==> config.mk <==
export PLATFORM = sky130hd
export DESIGN_NAME = uge_sar_search
export DESIGN_NICKNAME = d
export VERILOG_FILES = /design/src/rtl/uge_sar_search.sv
export SDC_FILE = /design/constraint.sdc
export NUM_CORES = 1
export LEC_CHECK = 0
export CORE_ASPECT_RATIO = 0.5
export CORE_MARGIN = 2
export CORE_UTILIZATION = 30
export CTS_CLUSTER_SIZE = 16
export DETAILED_ROUTE_END_ITERATION = 7
export PLACE_DENSITY_LB_ADDON = 0.15
export SLEW_MARGIN = 20
export SYNTH_ARGS = -nofsm -noshare
export SYNTH_HDL_FRONTEND = slang
export SYNTH_SLANG_ARGS = --single-unit
==> constraint.sdc <==
create_clock -name CLK -period 4.4 [get_ports CLK]
set_clock_uncertainty 0.15 [all_clocks]
set_input_delay 1.1 -clock CLK [delete_from_list [all_inputs] [get_ports CLK]]
set_output_delay 1.1 -clock CLK [all_outputs]
set_load 0.01 [all_outputs]
**Wire density map**

Scale bar: 20 µm. The die is cut into 16 by 8 equal tiles; dark blue is low, red is high, scaled to the fullest tile. Values are wire area over tile area, all layers added.
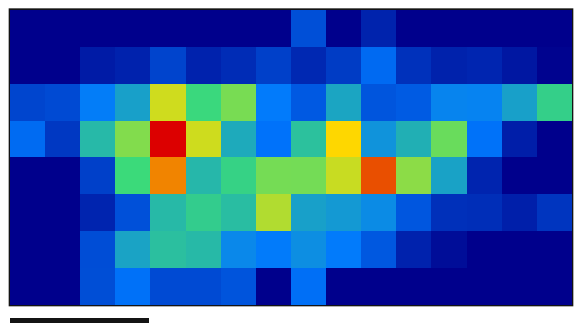
emptiest ninth of the die: south-east
mean over tiles: 0.077
nearly empty tiles: 31%
tiles over half the peak: 11%
drt total wl: 1680 µm
Total GRT Usage: 12.2%
via count: 586
wire per inst: 13.1 µm

**Track usage over the die**

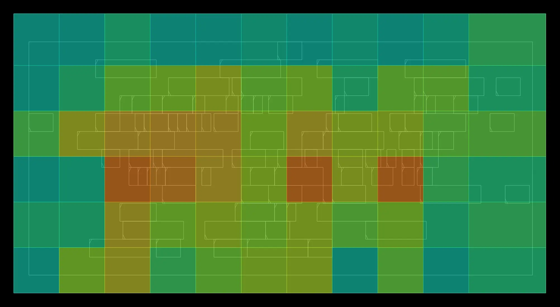
M1 GR Usage: 16.1%
Util after Layout: 40.4%
met2 GRT Util: 17.5%
GR peak layer: met2

**Signal wires on met2**

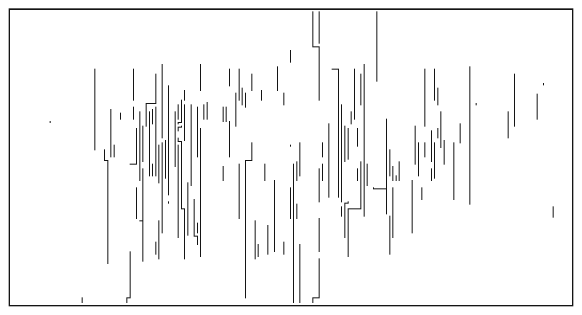
main direction: vertical
wire length on this layer: 740 µm
longest straight run: 21.8 µm
nets with wire on the layer: 83
share of all routed wire: 44%

==> flow_summary_export.csv <==
group,metric,value,unit
status,status,"completed",
power_and_ir_drop,p_leak,0.000534,µW
detailed_routing,dr.pass1.iters,4,
placed_design,gp_congestion,0.750,
final_timing,finalHoldViolCount,0,
global_route,antenna_found_initial,0,
final_layout,fin_area,1090,µm²
final_layout,drive_gt1_share,15.4,%
run,tool_warnings,27,
worst_hold_path,hp-class,"reg2reg",
power_and_ir_drop,power_density,704,nW/µm²
clocking,post_cts_resize_count,0,
clocking,cts_tree,"yes",
clocking,htree_num_levels,1,
setup_path,arrival,1230,ps
synthesis,ys.flops,18,
synthesis,synth_nets,82,
final_layout,lay_top_count,"dfrtp_1",
worst_hold_path,hold_depth,2,
final_timing,min_period_over_period,56.3,%
global_route,grt_max_degree,19,
synthesis,yosys_area,882,µm²
synthesis,ys_seq_share,51.1,%
synthesis,largest_area_cell,"dfrtp_1",
global_route,overflow,0,
clocking,clock_path_buffers,2,
final_layout,syn2layout_area_growth,23.7,%
clocking,insertion_delay,260,ps
global_route,grt_pass1_vias,622,
synthesis,top_area_share,51.1,%
synthesis,yosysUniqueCellTypes,23,
final_timing,worstMarginPinSlew,821,ps
detailed_routing,ant_nets,0,
final_timing,finalSetupViolations,0,
setup_path,max_stage_delay,560,ps
synthesis,yosysWarnings,0,
placed_design,hpwl,1270,µm
final_layout,nNetsFinal,98,
final_layout,final_cell_mix,"dfrtp_1, clkdlybuf4s50_1, nand2_1",
clocking,cts_root_buf,"clkbuf_8",
final_layout,num_antenna_cells,0,
final_timing,fin_crit,2480,ps
final_timing,timing.setup.tns,0,ps
synthesis,synth_area,882,µm²
setup_path,required,3150,ps
floorplanning,die_h,42.3,µm
final_timing,drv_slew,0,
floorplanning,num_rows,13,
synthesis,synthCells,76,
setup_path,path_depth,1,
clocking,cts_hold_buf,0,
floorplanning,core_area,2700,µm²
setup_path,end_kind,"output port",
setup_path,path_class,"reg2out",
run,max-cap-violations,0,
clocking,postCtsSetupBuffers,0,
setup_path,r2r_setup_slack,2620,ps
synthesis,synthTopCellsByArea,"dfrtp_1, nand2b_4, a22o_1",
power_and_ir_drop,peakVddDrop,0.196,mV
setup_path,reg2reg_depth,5,
placed_design,portBuffers,13,
final_timing,timing.slew.headroom,45.1,%
floorplanning,pin_count,14,
setup_path,start_kind,"register",
global_route,grt_pass1_wl,3040,µm
placed_design,dpl_cell_area,1040,µm²
floorplanning,die_w,80.7,µm
setup_path,path_cells,"clkdlybuf4s50_1",
detailed_routing,drc,0,
## stage by stage
step	total power [µW]	hold WS [ps]	instances	worst slack (ps)	util, %
after CTS	779	337	128	1920	40.4
final	769	329	128	1920	40.4
after global placement	633	319	124	1820	38.4
after floorplan	524	299	76	2420	-
after global routing	834	368	128	1860	40.4
after detailed placement	640	320	124	1790	38.4
## cells in the mapped netlist (all sizes together)
library cell	number
buf	2
dfrtp	18
nand2	9
o21ai	8
inv	7
nand3b	1
o31ai	1
or3	2
nor2	2
o211ai	1
o21bai	1
ha	2
and2b	1
a21o	1
nor2b	3
mux2	2
nand2b	3
a22o	4
a32oi	1
a21oi	4
mux2i	3
## kinds of logic after synthesis
logic type,synth area share (%)
buf+inv,5.53
fa+ha+maj,2.84
mux,6.81
flops,51.1
compound gates,17.4
simple gates,16.3
## layout make-up
cell class | count | area, µm² | share of cell area [%]
timing repair buffer | 13 | 130 | 11.9
inverter | 7 | 26.3 | 2.41
sequential | 18 | 450 | 41.3
tap | 37 | 46.3 | 4.24
multi-input combinational | 49 | 383 | 35.1
clock buffer | 4 | 55.1 | 5.05
## report_power, final
group | total [µW] | internal [µW] | switching (µW)
Sequential | 302 | 232 | 69.9
Combinational | 332 | 188 | 144
Clock | 135 | 79.5 | 55.8
## layer usage
layer  up-vias  GRT usage (%)  wire (µm)
met2        13           17.5        740
li1        292              -          -
met5         -              0          0
met1       279           16.1        828
met3         2           5.82        103
met4         0           4.07          8
## worst min-delay path, stage by stage, from the launching register on
cell and delay [ps]:
dfrtp_1 350, nand2_1 40, o21ai_0 50
Power figures rest on the tool's default switching activity, not on a simulated workload.
